`src/rtl/mem_ctrl_pkg.sv`:
```
// mem_ctrl_pkg: shared definitions for the byte-serial memory controller.
//   - mem_state_t : controller state encoding (MEM_IDLE/MEM_IFETCH/MEM_DREAD/MEM_DWRITE)
//   - LEN_*       : data_len encodings (11 behaves as a word)
//   - ZERO32/TRUE/FALSE : common constants
//   - len_to_count: access length code -> number of byte transfers (1/2/4)
package mem_ctrl_pkg;

    localparam logic [31:0] ZERO32 = 32'h0000_0000;
    localparam logic        TRUE   = 1'b1;
    localparam logic        FALSE  = 1'b0;

    typedef enum logic [1:0] {
        MEM_IDLE   = 2'd0,
        MEM_IFETCH = 2'd1,
        MEM_DREAD  = 2'd2,
        MEM_DWRITE = 2'd3
    } mem_state_t;

    localparam logic [1:0] LEN_BYTE = 2'b00;
    localparam logic [1:0] LEN_HALF = 2'b01;
    localparam logic [1:0] LEN_WORD = 2'b10;

    function automatic logic [2:0] len_to_count(input logic [1:0] len);
        case (len)
            LEN_BYTE: return 3'd1;
            LEN_HALF: return 3'd2;
            default:  return 3'd4;
        endcase
    endfunction

endpackage

```
`src/rtl/mem_ctrl_if.sv`:
```
// mem_ctrl_if: bundles the fetch port, the load/store port and the byte-wide
// RAM port of mem_ctrl.
//   modport slave  : the controller side
//   modport master : the environment side (core stages + RAM)
// Handshake: inst_req/data_req are levels held by the requester until it sees
// the matching one-cycle done pulse; the requester drops req in the done
// cycle. Request fields must be stable while req is high and are latched on
// acceptance. dbg_state exposes the controller FSM state.
// Optional: MEM_CTRL_IO_STALL_EN adds io_buffer_full.
interface mem_ctrl_if;
    import mem_ctrl_pkg::*;

    logic        inst_req;
    logic [31:0] inst_addr_i;
    logic [31:0] inst_o;
    logic [31:0] inst_pc;
    logic        inst_done;

    logic        data_req;
    logic        data_we;
    logic [1:0]  data_len;
    logic [31:0] data_addr_i;
    logic [31:0] data_wdata;
    logic [31:0] data_rdata;
    logic        data_done;

    logic [7:0]  mem_din;
    logic [7:0]  mem_dout;
    logic [31:0] mem_a;
    logic        mem_wr;

`ifdef MEM_CTRL_IO_STALL_EN
    logic        io_buffer_full;
`endif

    mem_state_t  dbg_state;

    modport slave (
        input  inst_req, inst_addr_i,
        input  data_req, data_we, data_len, data_addr_i, data_wdata,
        input  mem_din,
`ifdef MEM_CTRL_IO_STALL_EN
        input  io_buffer_full,
`endif
        output inst_o, inst_pc, inst_done,
        output data_rdata, data_done,
        output mem_dout, mem_a, mem_wr,
        output dbg_state
    );

    modport master (
        output inst_req, inst_addr_i,
        output data_req, data_we, data_len, data_addr_i, data_wdata,
        output mem_din,
`ifdef MEM_CTRL_IO_STALL_EN
        output io_buffer_full,
`endif
        input  inst_o, inst_pc, inst_done,
        input  data_rdata, data_done,
        input  mem_dout, mem_a, mem_wr,
        input  dbg_state
    );

endinterface

```
`src/rtl/mem_ctrl.sv`:
```
// mem_ctrl: serializes instruction fetches and byte/half/word loads/stores
// into little-endian byte transfers on an 8-bit RAM port.
// Ports:
//   clk, rst : clock, asynchronous active-high reset
//   bus      : mem_ctrl_if.slave (fetch port, load/store port, RAM port, dbg_state)
// Data requests win over fetches; a running transaction is never preempted.
// Reads: address for byte k in cycle k+1, byte arrives cycle k+2, done in
// cycle N+2. Writes: byte k in cycle k+1, done in cycle N+1.
// Build option MEM_CTRL_IO_STALL_EN: stores to the I/O window
// (data_addr_i[17:16] == 2'b11) are held off while io_buffer_full is high.
module mem_ctrl
    import mem_ctrl_pkg::*;
(
    input  logic      clk,
    input  logic      rst,
    mem_ctrl_if.slave bus
);

    mem_state_t  state;
    logic [2:0]  cnt;
    logic [2:0]  n_bytes;
    logic [31:0] base;
    logic [31:0] wbuf;
    logic [31:0] asm_q;
    logic [31:0] inst_o_q;
    logic [31:0] inst_pc_q;
    logic        inst_done_q;
    logic [31:0] data_rdata_q;
    logic        data_done_q;

    logic [31:0] cur_addr;
    logic        in_xfer;
    logic [7:0]  dout_byte;
    logic [31:0] asm_next;
    logic        io_stall;
    logic        accept_ok;

    // RAM-side signals are decoded from registered state only, so reset
    // forces them to zero immediately without waiting for an edge.
    always_comb begin
        cur_addr = base + {29'd0, cnt};
        in_xfer  = (state != MEM_IDLE) && (cnt < n_bytes);

        dout_byte = 8'h00;
        case (cnt)
            3'd0:    dout_byte = wbuf[7:0];
            3'd1:    dout_byte = wbuf[15:8];
            3'd2:    dout_byte = wbuf[23:16];
            3'd3:    dout_byte = wbuf[31:24];
            default: dout_byte = 8'h00;
        endcase

        // mem_din holds the byte addressed one cycle earlier, i.e. lane cnt-1.
        asm_next = asm_q;
        case (cnt)
            3'd1:    asm_next[7:0]   = bus.mem_din;
            3'd2:    asm_next[15:8]  = bus.mem_din;
            3'd3:    asm_next[23:16] = bus.mem_din;
            3'd4:    asm_next[31:24] = bus.mem_din;
            default: asm_next = asm_q;
        endcase

`ifdef MEM_CTRL_IO_STALL_EN
        io_stall = bus.data_we && (bus.data_addr_i[17:16] == 2'b11) && bus.io_buffer_full;
`else
        io_stall = FALSE;
`endif
        // Nothing is accepted in a done cycle: the requester is dropping req.
        accept_ok = !inst_done_q && !data_done_q;
    end

    always_ff @(posedge clk or posedge rst) begin
        if (rst) begin
            state        <= MEM_IDLE;
            cnt          <= 3'd0;
            n_bytes      <= 3'd0;
            base         <= ZERO32;
            wbuf         <= ZERO32;
            asm_q        <= ZERO32;
            inst_o_q     <= ZERO32;
            inst_pc_q    <= ZERO32;
            inst_done_q  <= FALSE;
            data_rdata_q <= ZERO32;
            data_done_q  <= FALSE;
        end else begin
            inst_done_q <= FALSE;
            data_done_q <= FALSE;
            case (state)
                MEM_IDLE: begin
                    cnt <= 3'd0;
                    if (accept_ok) begin
                        if (bus.data_req && !io_stall) begin
                            base    <= bus.data_addr_i;
                            n_bytes <= len_to_count(bus.data_len);
                            wbuf    <= bus.data_wdata;
                            asm_q   <= ZERO32;
                            state   <= bus.data_we ? MEM_DWRITE : MEM_DREAD;
                        end else if (bus.inst_req) begin
                            base    <= bus.inst_addr_i;
                            n_bytes <= 3'd4;
                            asm_q   <= ZERO32;
                            state   <= MEM_IFETCH;
                        end
                    end
                end
                MEM_IFETCH, MEM_DREAD: begin
                    asm_q <= asm_next;
                    if (cnt == n_bytes) begin
                        state <= MEM_IDLE;
                        cnt   <= 3'd0;
                        if (state == MEM_IFETCH) begin
                            inst_o_q    <= asm_next;
                            inst_pc_q   <= base;
                            inst_done_q <= TRUE;
                        end else begin
                            data_rdata_q <= asm_next;
                            data_done_q  <= TRUE;
                        end
                    end else begin
                        cnt <= cnt + 3'd1;
                    end
                end
                MEM_DWRITE: begin
                    if (cnt == n_bytes - 3'd1) begin
                        state       <= MEM_IDLE;
                        cnt         <= 3'd0;
                        data_done_q <= TRUE;
                    end else begin
                        cnt <= cnt + 3'd1;
                    end
                end
                default: begin
                    state <= MEM_IDLE;
                    cnt   <= 3'd0;
                end
            endcase
        end
    end

    assign bus.mem_a      = in_xfer ? cur_addr : ZERO32;
    assign bus.mem_wr     = in_xfer && (state == MEM_DWRITE);
    assign bus.mem_dout   = (in_xfer && (state == MEM_DWRITE)) ? dout_byte : 8'h00;
    assign bus.inst_o     = inst_o_q;
    assign bus.inst_pc    = inst_pc_q;
    assign bus.inst_done  = inst_done_q;
    assign bus.data_rdata = data_rdata_q;
    assign bus.data_done  = data_done_q;
    assign bus.dbg_state  = state;

endmodule
```
`src/flat_wrapper.sv`:
```
// flat-port wrapper written by rule: the top's interface ports become plain ports
module mem_ctrl_flat import mem_ctrl_pkg::*;
  (clk, rst, bus_inst_req, bus_inst_addr_i, bus_data_req, bus_data_we, bus_data_len, bus_data_addr_i, bus_data_wdata, bus_mem_din, bus_inst_o, bus_inst_pc, bus_inst_done, bus_data_rdata, bus_data_done, bus_mem_dout, bus_mem_a, bus_mem_wr, bus_dbg_state);
  mem_ctrl_if bus_i ();
  input  logic clk;
  input  logic rst;
  input wire logic [$bits(bus_i.inst_req)-1:0] bus_inst_req;
  input wire logic [$bits(bus_i.inst_addr_i)-1:0] bus_inst_addr_i;
  input wire logic [$bits(bus_i.data_req)-1:0] bus_data_req;
  input wire logic [$bits(bus_i.data_we)-1:0] bus_data_we;
  input wire logic [$bits(bus_i.data_len)-1:0] bus_data_len;
  input wire logic [$bits(bus_i.data_addr_i)-1:0] bus_data_addr_i;
  input wire logic [$bits(bus_i.data_wdata)-1:0] bus_data_wdata;
  input wire logic [$bits(bus_i.mem_din)-1:0] bus_mem_din;
  output wire logic [$bits(bus_i.inst_o)-1:0] bus_inst_o;
  output wire logic [$bits(bus_i.inst_pc)-1:0] bus_inst_pc;
  output wire logic [$bits(bus_i.inst_done)-1:0] bus_inst_done;
  output wire logic [$bits(bus_i.data_rdata)-1:0] bus_data_rdata;
  output wire logic [$bits(bus_i.data_done)-1:0] bus_data_done;
  output wire logic [$bits(bus_i.mem_dout)-1:0] bus_mem_dout;
  output wire logic [$bits(bus_i.mem_a)-1:0] bus_mem_a;
  output wire logic [$bits(bus_i.mem_wr)-1:0] bus_mem_wr;
  output wire logic [$bits(bus_i.dbg_state)-1:0] bus_dbg_state;
  assign bus_i.inst_req = bus_inst_req;
  assign bus_i.inst_addr_i = bus_inst_addr_i;
  assign bus_i.data_req = bus_data_req;
  assign bus_i.data_we = bus_data_we;
  assign bus_i.data_len = bus_data_len;
  assign bus_i.data_addr_i = bus_data_addr_i;
  assign bus_i.data_wdata = bus_data_wdata;
  assign bus_i.mem_din = bus_mem_din;
  assign bus_inst_o = bus_i.inst_o;
  assign bus_inst_pc = bus_i.inst_pc;
  assign bus_inst_done = bus_i.inst_done;
  assign bus_data_rdata = bus_i.data_rdata;
  assign bus_data_done = bus_i.data_done;
  assign bus_mem_dout = bus_i.mem_dout;
  assign bus_mem_a = bus_i.mem_a;
  assign bus_mem_wr = bus_i.mem_wr;
  assign bus_dbg_state = bus_i.dbg_state;
  mem_ctrl u_core (.clk(clk), .rst(rst), .bus(bus_i));
endmodule
```
`config.mk`:
```
export PLATFORM = sky130hd
export DESIGN_NAME = mem_ctrl_flat
export DESIGN_NICKNAME = d
export VERILOG_FILES = /design/src/rtl/mem_ctrl_pkg.sv /design/src/rtl/mem_ctrl_if.sv /design/src/rtl/mem_ctrl.sv /design/src/flat_wrapper.sv
export SDC_FILE = /design/constraint.sdc
export NUM_CORES = 1
export LEC_CHECK = 0
export CAP_MARGIN = 30
export CELL_PAD_IN_SITES_DETAIL_PLACEMENT = 1
export CELL_PAD_IN_SITES_GLOBAL_PLACEMENT = 1
export CORE_AREA = 3 3 144 146
export DETAILED_ROUTE_END_ITERATION = 8
export DIE_AREA = 0 0 147 149
export DONT_BUFFER_PORTS = 1
export PLACE_DENSITY = 0.81
export SYNTH_ARGS = -nofsm -noshare
export SYNTH_HDL_FRONTEND = slang
export SYNTH_SLANG_ARGS = --single-unit
```
`constraint.sdc`:
```
create_clock -name clk -period 8.3 [get_ports clk]
set_input_delay 0.83 -clock clk [delete_from_list [all_inputs] [get_ports clk]]
set_output_delay 0.83 -clock clk [all_outputs]
set_load 0.1 [all_outputs]
```
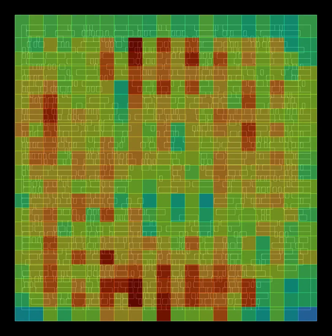
**Above:** track usage over the die.
Final Core Density: 0.563
grt peak-use layer: met2

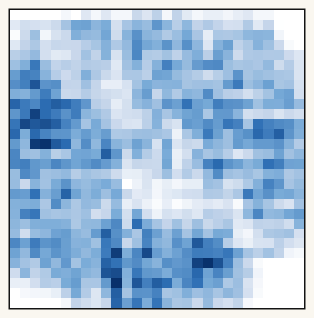
**Above:** signal metal coverage by tile.
(2 px per um) 29 x 30 tiles, from white (low) to dark blue (high), scaled to the fullest tile. Values are wire area over tile area, all layers added.
The fullest tile reaches 0.52. 29% of the tiles are over half the peak. The mean over all tiles is 0.20.

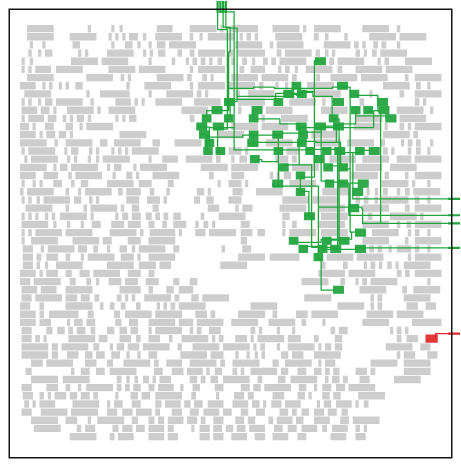
**Above:** wires at chosen ports, followed through buffers.
(3 px per um)
Key: red = rst [bits 1, direction input, end cells 1, buffers 0, wire 6.70 um]; green = bus_mem_din [bits 8, direction input, end cells 64, buffers 0, wire 1200 um]

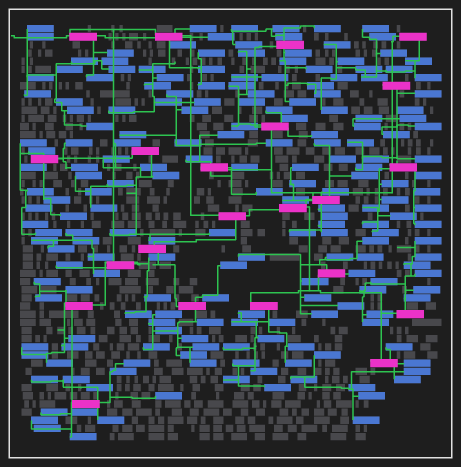
**Above:** clock distribution.
(3 px per um)
Key: green = clock wires [length 2610 um]; blue = flip-flops [count 202]; magenta = cells driving clock nets [count 22]
There are 23 routed clock nets. Position of the flops: all over the die.
Insertion Delay late pin: 0.51 ns
Worst Skew: 0.0168 ns

worst register-to-register path: stages (launching register included):
cell     delay, ns
dfrtp_1       1.02
inv_1         0.22
ha_1          0.37
inv_1         0.33
or3_4         0.49
buf_4         0.62
mux2_2        0.44
Yosys cell counts (16+ instances only):
cell / count / area share
a21oi_1: 93 / 0.050
a22o_1: 32 / 0.030
a22oi_1: 16 / 0.013
clkbuf_1: 44 / 0.018
dfrtp_1: 202 / 0.54
ha_1: 16 / 0.021
inv_1: 25 / 0.010
mux2_2: 25 / 0.030
mux2i_1: 67 / 0.072
nand2_1: 148 / 0.059
nor2_1: 80 / 0.032
o21ai_0: 47 / 0.025
o31ai_1: 17 / 0.014
routing by layer:
layer	up-vias	wire length, um
li1	3235	-
met1	3593	11000
met2	222	13700
met3	50	1890
met4	2	805
met5	-	13
cell usage in the layout, fill, tap and decap left out, types with 3 or more instances in the layout:
cell type,netlist,routed
a21oi_2,0,26
nand2_1,148,147
clkbuf_1,44,6
buf_8,0,37
nor2_1,80,67
buf_16,0,4
nor2_2,0,12
or4_1,12,12
inv_1,25,24
buf_4,2,7
dfrtp_1,202,202
mux2i_1,67,66
a22o_1,32,32
o21ai_0,47,47
xor2_1,6,6
clkbuf_16,0,22
xnor2_1,5,5
ha_1,16,16
o31ai_1,17,17
mux2_2,25,25
a22oi_1,16,16
nand3_1,7,7
and4_1,3,3
a21oi_1,93,67
or3_1,6,5
nor3_1,8,6
clkinv_2,0,4
or4_2,3,3
and3_1,3,3
clkbuf_8,0,6
nor2b_1,3,3
nand4_1,6,6
area by class of cell:
class,count,area (um2),share of cell area
clock buffer,33,652,0.0593
clock inverter,6,43.8,0.00398
inverter,25,101,0.00922
multi-input combinational,631,4080,0.372
sequential,202,5050,0.460
tap,265,332,0.0302
timing repair buffer,49,722,0.0657
==> results.cfg <==
; implementation run metrics
[run_status]
outcome = complete, no violations

[synth]
syn_area_um2 = 9340
synth_flop_count = 202
ys_seq_share = 0.541
syn_inst = 923
fa_ha_area_frac = 0.0236
synthArstFlopShare = 1.00
ff_type = dfrtp_1
edf_count = 0
topCombFamilyByArea = AND-OR/OR-AND gates
simple_gate_area_frac = 0.138

[final_timing]
setup-tns-final_ns = 0
fin_ws_ns = 3.63
max_freq_ghz = 0.214
hold_viol = 0
hold_ws_ns = 0.346
final-setup-viol-count = 0
worstMarginPinSlew_ns = 1.05
rsz0062_at_grt = no
finalCritPeriodShare = 0.563
max-slew-margin-rel = 0.301

[setup_path]
worstPathArrival_ns = 3.84
r2r_slack_ns = 4.69
cp_top_family = simple AND/OR/NAND/NOR gates
crit_path_end_kind = primary output
path_class = reg -> out
crit_start = u_core.bus.dbg_state[0]
cp-endpoint = bus_mem_a[2]
cp_num_buf_inv = 2
worstReg2RegEnd = u_core.bus.inst_pc[25]
cp.required_ns = 7.47
rr_worst_depth = 6
reg2reg_from = u_core.bus.dbg_state[0]
cp_cell_sequence = inv_1, ha_1, nor2_1, nand2_2, nor3_2, buf_16
start_kind = flip-flop
slowest_stage = dfrtp_1
cpPeakStageDelay_ns = 1.02

[detailed_routing]
dr.pass1.iters = 4
viasPerCell = 5.86
drc = 0
wl_per_cell_um = 22.6
wl_mm = 27.4

[placed_design]
placed_cells = 1170
gp_congestion = 0.823
hpwl_mm = 18.8
portBuffers = 0

[global_routing]
grt_pass1_wl_mm = 43.0
grt_use_met3 = 0.0693
antenna_found_initial = 1
met1_usage = 0.302
grt-ovfl-total = 0
grt_max_degree = 123
grt_util_met2 = 0.426

[clock_tree]
cts_tree = done
cts.path.max_buffers = 3
hold_buffers = 0
h-tree-depth = 1
cts_num_sinks = 202
clk_pin_slew_ns = 0.06
post_cts_buffers = 0

[finish]
final_cells = 1211
fin_nets = 1059
area_growth_pct = 17.6
antenna-diode-count = 0
fillers = 2093
drive_gt1_frac = 0.171
fin_area_um2 = 11000

[floorplanning]
die_area_um2 = 21900
die_x_um = 147
fp.dieH_um = 149

[hold_path]
hold_path.class = in -> async
